Cells colored by class:
Scale: 3 px per um.
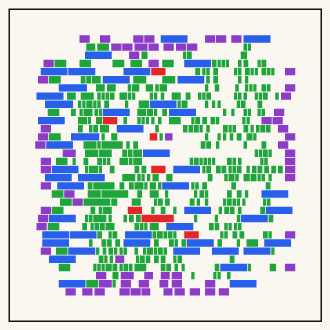
Clock nets:
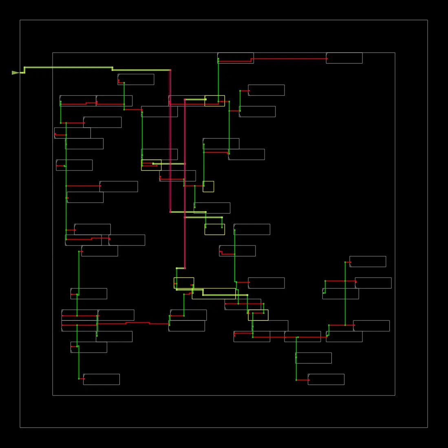
I/O nets highlighted:
Scale: 4 px per um.
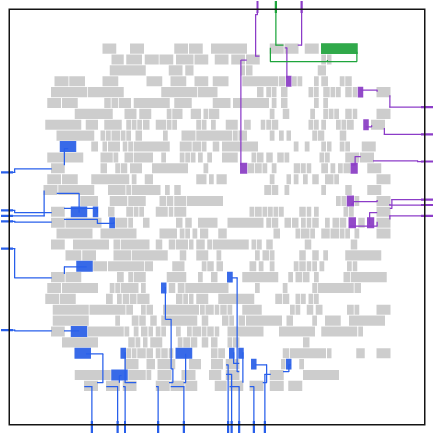
Met3 routing:
Scale: 4 px per um.
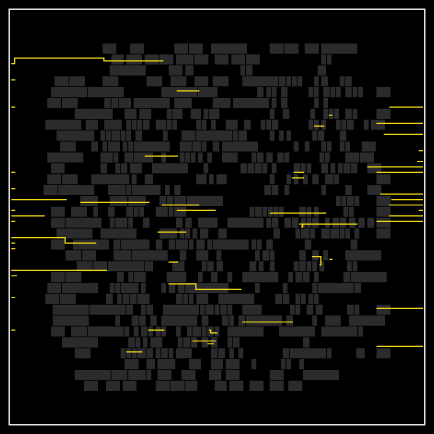
Clock wires, drivers and flops:
Scale: 4 px per um.
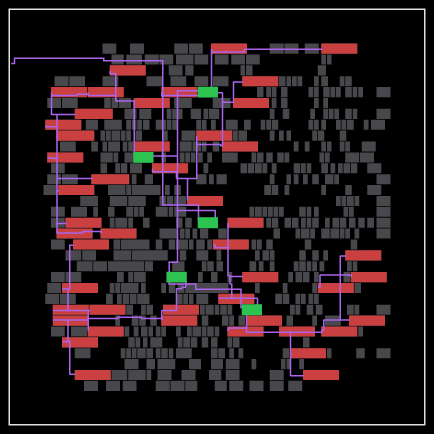
**config.mk**
```make
export PLATFORM = sky130hd
export DESIGN_NAME = chip8_gpu
export DESIGN_NICKNAME = d
export VERILOG_FILES = /design/src/rtl/chip8_gpu_pkg.sv /design/src/rtl/chip8_gpu_sprite_shifter.sv /design/src/rtl/chip8_gpu.sv
export SDC_FILE = /design/constraint.sdc
export NUM_CORES = 1
export LEC_CHECK = 0
export ABC_AREA = 1
export CORE_MARGIN = 8
export CORE_UTILIZATION = 43
export CTS_CLUSTER_DIAMETER = 200
export DETAILED_ROUTE_END_ITERATION = 7
export PLACE_DENSITY_LB_ADDON = 0.12
export SETUP_SLACK_MARGIN = 0.02
export SLEW_MARGIN = 30
export SYNTH_ARGS = -nofsm -noshare
export SYNTH_HDL_FRONTEND = slang
export SYNTH_SLANG_ARGS = --single-unit
```
**constraint.sdc**
```tcl
create_clock -name clk -period 3.7 [get_ports clk]
set_input_delay 0.74 -clock clk [delete_from_list [all_inputs] [get_ports clk]]
set_output_delay 0.74 -clock clk [all_outputs]
set_load 0.02 [all_outputs]
```
**src/rtl/chip8_gpu_pkg.sv**
```systemverilog
`default_nettype none
// ============================================================================
// Module      : chip8_gpu_pkg
// Description : Shared types and constants for the CHIP-8 sprite engine:
//               draw state machine encoding, screen geometry and the default
//               framebuffer base address.
// Revision    : 1.0 - initial release
// ============================================================================
package chip8_gpu_pkg;

    localparam int          SCREEN_W            = 64;
    localparam int          SCREEN_H            = 32;
    localparam int          ROW_BYTES           = 8;
    localparam logic [15:0] DEFAULT_SCREEN_ADDR = 16'h0F00;

    typedef enum logic [2:0] {
        ST_IDLE  = 3'd0,
        ST_FETCH = 3'd1,
        ST_LRD   = 3'd2,
        ST_LWR   = 3'd3,
        ST_RRD   = 3'd4,
        ST_RWR   = 3'd5,
        ST_NEXT  = 3'd6
    } gpu_state_t;

endpackage
`default_nettype wire

```
**src/rtl/chip8_gpu_sprite_shifter.sv**
```systemverilog
`default_nettype none
// ============================================================================
// Module      : sprite_shifter
// Description : Splits a sprite byte across two adjacent screen bytes.
//               left  = sprite >> shift
//               right = sprite << (8 - shift), truncated to 8 bits (0 if shift=0)
// Ports       : sprite [7:0] in, shift [2:0] in, left [7:0] out, right [7:0] out
// Revision    : 1.0 - initial release
// ============================================================================
module sprite_shifter (
    input  logic [7:0] sprite,
    input  logic [2:0] shift,
    output logic [7:0] left,
    output logic [7:0] right
);

    // Shifting the byte down through a 16-bit window yields both halves at
    // once: the top byte is the left part, the bits that fall out the bottom
    // are the right part.
    logic [15:0] window;

    assign window = {sprite, 8'h00} >> shift;
    assign left   = window[15:8];
    assign right  = window[7:0];

endmodule
`default_nettype wire

```
**src/rtl/chip8_gpu.sv**
```systemverilog
`default_nettype none
// ============================================================================
// Module      : chip8_gpu
// Description : CHIP-8 sprite drawing engine. XORs `lines` sprite bytes read
//               from shared memory onto the 64x32 framebuffer held in the same
//               memory and reports whether any lit pixel was turned off.
// Ports       : clk, reset (async, active-high)
//               draw/addr/lines/x/y  - request from the CPU
//               ready/collision      - status back to the CPU
//               mem_read/mem_write/mem_addr/mem_write_byte/mem_read_byte
//                                    - single-port memory, 1-cycle read latency
// Config      : GPU_WRAP_EN defined   -> rows wrap mod 32, right byte wraps
//                                        to column 0 of the same row
//               GPU_WRAP_EN undefined -> off-screen rows and the right byte
//                                        past column 7 are clipped
// Revision    : 1.0 - initial release
// ============================================================================
module chip8_gpu
    import chip8_gpu_pkg::*;
#(
    parameter logic [15:0] SCREEN_ADDR = DEFAULT_SCREEN_ADDR
) (
    input  logic        clk,
    input  logic        reset,
    input  logic        draw,
    input  logic [15:0] addr,
    input  logic [3:0]  lines,
    input  logic [7:0]  x,
    input  logic [7:0]  y,
    output logic        ready,
    output logic        collision,
    output logic        mem_read,
    output logic        mem_write,
    output logic [15:0] mem_addr,
    output logic [7:0]  mem_write_byte,
    input  logic [7:0]  mem_read_byte
);

`ifdef GPU_WRAP_EN
    localparam logic WRAP = 1'b1;
`else
    localparam logic WRAP = 1'b0;
`endif

    gpu_state_t  state;
    gpu_state_t  state_next;

    logic [15:0] addr_q;
    logic [3:0]  lines_q;
    logic [5:0]  x_q;
    logic [4:0]  y_q;
    logic [3:0]  line_idx;
    logic [7:0]  sprite_q;

    logic [7:0]  left_bits;
    logic [7:0]  right_bits;
    logic [5:0]  row_full;
    logic [4:0]  row;
    logic [2:0]  col;
    logic [2:0]  shift;
    logic        row_clipped;
    logic        no_more_lines;
    logic        last_line;
    logic        do_right;
    logic [15:0] left_addr;
    logic [15:0] right_addr;

    // Upper coordinate bits are ignored by design.
    logic        unused_ok;
    assign unused_ok = &{1'b0, x[7:6], y[7:5], row_full[5]};

    sprite_shifter u_shifter (
        .sprite (sprite_q),
        .shift  (shift),
        .left   (left_bits),
        .right  (right_bits)
    );

    // ------------------------------------------------------------------------
    // Line geometry
    // ------------------------------------------------------------------------
    assign row_full      = {1'b0, y_q} + {2'b00, line_idx};
    assign row           = row_full[4:0];
    assign col           = x_q[5:3];
    assign shift         = x_q[2:0];
    // Rows only increase, so the first clipped line ends the whole draw.
    assign row_clipped   = !WRAP && row_full[5];
    assign no_more_lines = (line_idx == lines_q);
    assign last_line     = ({1'b0, line_idx} + 5'd1) == {1'b0, lines_q};
    assign do_right      = (shift != 3'd0) && (WRAP || (col != 3'd7));
    assign left_addr     = SCREEN_ADDR + {8'h00, row, col};
    assign right_addr    = SCREEN_ADDR + {8'h00, row, col + 3'd1};

    // ------------------------------------------------------------------------
    // State register
    // ------------------------------------------------------------------------
    always_ff @(posedge clk or posedge reset) begin
        if (reset) begin
            state <= ST_IDLE;
        end else begin
            state <= state_next;
        end
    end

    // ------------------------------------------------------------------------
    // Next-state logic
    // ------------------------------------------------------------------------
    always_comb begin
        state_next = state;
        case (state)
            ST_IDLE:  if (draw) state_next = ST_FETCH;
            ST_FETCH: state_next = (no_more_lines || row_clipped) ? ST_IDLE : ST_LRD;
            ST_LRD:   state_next = ST_LWR;
            ST_LWR:   state_next = do_right ? ST_RRD : ST_NEXT;
            ST_RRD:   state_next = ST_RWR;
            ST_RWR:   state_next = ST_NEXT;
            ST_NEXT:  state_next = last_line ? ST_IDLE : ST_FETCH;
            default:  state_next = ST_IDLE;
        endcase
    end

    // ------------------------------------------------------------------------
    // Output logic
    // ------------------------------------------------------------------------
    always_comb begin
        ready          = (state == ST_IDLE);
        mem_read       = 1'b0;
        mem_write      = 1'b0;
        mem_addr       = 16'h0000;
        mem_write_byte = 8'h00;
        case (state)
            ST_FETCH: begin
                if (!(no_more_lines || row_clipped)) begin
                    mem_read = 1'b1;
                    mem_addr = addr_q + {12'h000, line_idx};
                end
            end
            ST_LRD: begin
                mem_read = 1'b1;
                mem_addr = left_addr;
            end
            ST_LWR: begin
                mem_write      = 1'b1;
                mem_addr       = left_addr;
                mem_write_byte = mem_read_byte ^ left_bits;
            end
            ST_RRD: begin
                mem_read = 1'b1;
                mem_addr = right_addr;
            end
            ST_RWR: begin
                mem_write      = 1'b1;
                mem_addr       = right_addr;
                mem_write_byte = mem_read_byte ^ right_bits;
            end
            default: ;
        endcase
    end

    // ------------------------------------------------------------------------
    // Request latch, line counter, sprite byte and collision accumulator
    // ------------------------------------------------------------------------
    always_ff @(posedge clk or posedge reset) begin
        if (reset) begin
            addr_q    <= 16'h0000;
            lines_q   <= 4'd0;
            x_q       <= 6'd0;
            y_q       <= 5'd0;
            line_idx  <= 4'd0;
            sprite_q  <= 8'h00;
            collision <= 1'b0;
        end else begin
            case (state)
                ST_IDLE: begin
                    if (draw) begin
                        addr_q    <= addr;
                        lines_q   <= lines;
                        x_q       <= x[5:0];
                        y_q       <= y[4:0];
                        line_idx  <= 4'd0;
                        collision <= 1'b0;
                    end
                end
                ST_LRD:  sprite_q <= mem_read_byte;
                ST_LWR:  if ((mem_read_byte & left_bits) != 8'h00) collision <= 1'b1;
                ST_RWR:  if ((mem_read_byte & right_bits) != 8'h00) collision <= 1'b1;
                ST_NEXT: line_idx <= line_idx + 4'd1;
                default: ;
            endcase
        end
    end

endmodule
`default_nettype wire

```
==> flow_summary.json <==
{
  "final_nets": 572,
  "ant_nets": 0,
  "leakagePower_nw": 1.99,
  "ys_seq_share_pct": 35.7,
  "drt_iter0_drc": 194,
  "dieArea_mm2": 0.0107,
  "syn_nets": 507,
  "top_cell": "nand2_1",
  "drt-total-wl_um": 8910,
  "max_freq_mhz": 285,
  "synth.area.top_cells": "dfrtp_1 (36%), nand2_1 (12%), mux2_2 (6.5%), nand3_1 (6.1%), a21oi_1 (5.2%)",
  "area_growth_pct": 27.3,
  "ys_area_mm2": 0.00329,
  "first_pass_iters": 4,
  "gp_congestion": 0.877,
  "netlist_logic_family_top": "simple AND/OR/NAND/NOR gates",
  "pwr-share-comb_pct": 63.1,
  "finalCritPeriodShare_pct": 94.9,
  "track_usage_pct": 17.8,
  "ff_type": "dfrtp_1",
  "worst-path-buf-inv": 2,
  "common_cells": "nand2_1 (107), dfrtp_1 (47), nor2_1 (45)",
  "crit_start": "line_idx[2]$_DFFE_PP0P_",
  "die_w_um": 103,
  "finalNonFillerCells": 614,
  "io_pins": 75,
  "min_from": "collision$_DFFE_PP0P_",
  "ctsHoldBuffers": 0,
  "p_seq_mw": 1.05,
  "syn_area_mm2": 0.00329,
  "routed-via-count": 3150,
  "finalCriticalPeriod_ns": 3.51,
  "yosys.area.top_type": "dfrtp_1",
  "cts_sinks": 47,
  "slew_headroom_pct": 39.8,
  "hold_viol": 0,
  "synth-xor-area-share_pct": 3.99,
  "warnings": 31,
  "wl_per_cell_um": 14.5,
  "avgViaCountPerCell": 5.13,
  "grt-ovfl-total": 0,
  "pre_cts_slack_ns": 0.250,
  "fp.coreArea_mm2": 0.00757,
  "adder_share_pct": 5.40,
  "ys_sh_aoi_pct": 13.6,
  "postSynthAreaPerCell_um2": 7.36,
  "cts_tree": "done",
  "grt_pass1_vias": 3200,
  "powerDensity_mw_per_mm2": 919,
  "worstHoldPathType": "reg2reg",
  "cts_setup_buffers": 0,
  "layout-drive-gt1-share_pct": 9.18,
  "setup_slack_ns": 0.188,
  "floorplan.core_util_pct": 43.5,
  "hpwl_um": 6860,
  "slowest_delay_ns": 0.55,
  "async_flop_share_pct": 100,
  "yosysWarningCount": 0,
  "swShare_pct": 48.7,
  "worst_slew_pin_slew_ns": 0.899,
  "crit_path_max_fanout": 10,
  "maxSlewViolCount": 0,
  "cpMostUsedCell": "nand2_1",
  "ys_sh_mux_pct": 6.50,
  "syn_inst": 447,
  "status": "complete, no violations",
  "lay_top_cells": "nand2_1 (106), clkdlybuf4s50_1 (59), nor2_1 (45)",
  "grt_pass1_wl_um": 15000,
  "crit_path_start_kind": "flip-flop",
  "cts_buffers": 5,
  "drcViolationCount": 0,
  "rsz0062_at_grt": "no"
}
-- 'cells colored by class' (at the start) --
color	class	cells
green	remaining logic cells	388
red	clock drivers and dummy loads	7
blue	registers	47
purple	remaining buffers and delay cells	70

-- 'clock nets' (at the start) --
seq_cells: 47
Latency at later pin: 0.30 ns
worst clock skew: 0.00730 ns

-- 'I/O nets highlighted' (at the start) --
color	port	direction	edge	end cells	buffers	wire
purple	mem_write_byte	output	6 right, 2 top	8	8	150 um
green	collision	output	top	1	1	37.9 um
blue	addr	input	10 bottom, 6 left	16	16	347 um

-- 'met3 routing' (at the start) --
longest straight run	23.7 um
main direction	horizontal

-- 'clock wires, drivers and flops' (at the start) --
[red] flip-flops | count: 47
[green] clock-net drivers | count: 5
[purple] clock wires | length: 647 um
routed clock nets	6

-- repair_timing --
action                                  in CTS  in global routing
endpoints found under the setup margin      10                 10
pin swaps                                    0                  0
resized                                      9                  8
endpoints found under the hold margin        0                  0
-- final cells by class --
type | instances | area (um^2) | share of cell area, %
Clock buffer | 5 | 68.8 | 1.64
Clock inverter | 2 | 37.5 | 0.896
Inverter | 47 | 180 | 4.30
Multi-Input combinational cell | 341 | 1890 | 45.2
Sequential cell | 47 | 1180 | 28.2
Tap cell | 102 | 128 | 3.05
Timing Repair Buffer | 70 | 701 | 16.7
-- stage by stage --
step,utilization [%],power (mW),hold slack [ns]
6_report,55.4,3.85,0.492
5_1_grt,55.4,4.21,0.515
4_1_cts,54.8,3.86,0.504
3_5_place_dp,53.5,3.49,0.478
3_3_place_gp,53.4,3.46,0.473
2_1_floorplan,-,2.65,0.475
-- final timing paths --
check / slack, ns / endpoint / depth (start not counted)
max: 0.19 / mem_addr[11] / 11
min: 0.49 / collision$_DFFE_PP0P_ / 2
max reg2reg: 1.78 / addr_q[10]$_DFFE_PP0P_ / 3
min reg2reg: 0.49 / collision$_DFFE_PP0P_ / 2
max in group asynchronous: 2.41 / line_idx[1]$_DFFE_PP0P_ / 2
min in group asynchronous: 0.85 / x_q[1]$_DFFE_PP0P_ / 2
-- worst register-to-register path: cells and delay by family (launching register included) --
kind	cells	cell delay [ns]
mux	1	0.51
flops	1	0.47
simple gates	2	0.81
-- metal layers --
metal	global-route usage [%]	vias up	part of all wire, %
met5	0	-	0
met4	5.67	0	1.3
met3	3.35	8	4.4
met2	31.5	68	51
met1	21.0	1456	43
li1	-	1618	-
-- sequential cells by signal, summed over array words and instances (netlist names) --
register,count
addr_q,16
collision,1
line_idx,4
lines_q,4
sprite_q,8
state,3
x_q,6
y_q,5
No activity file was given, so power comes from the tool's default toggle rates.
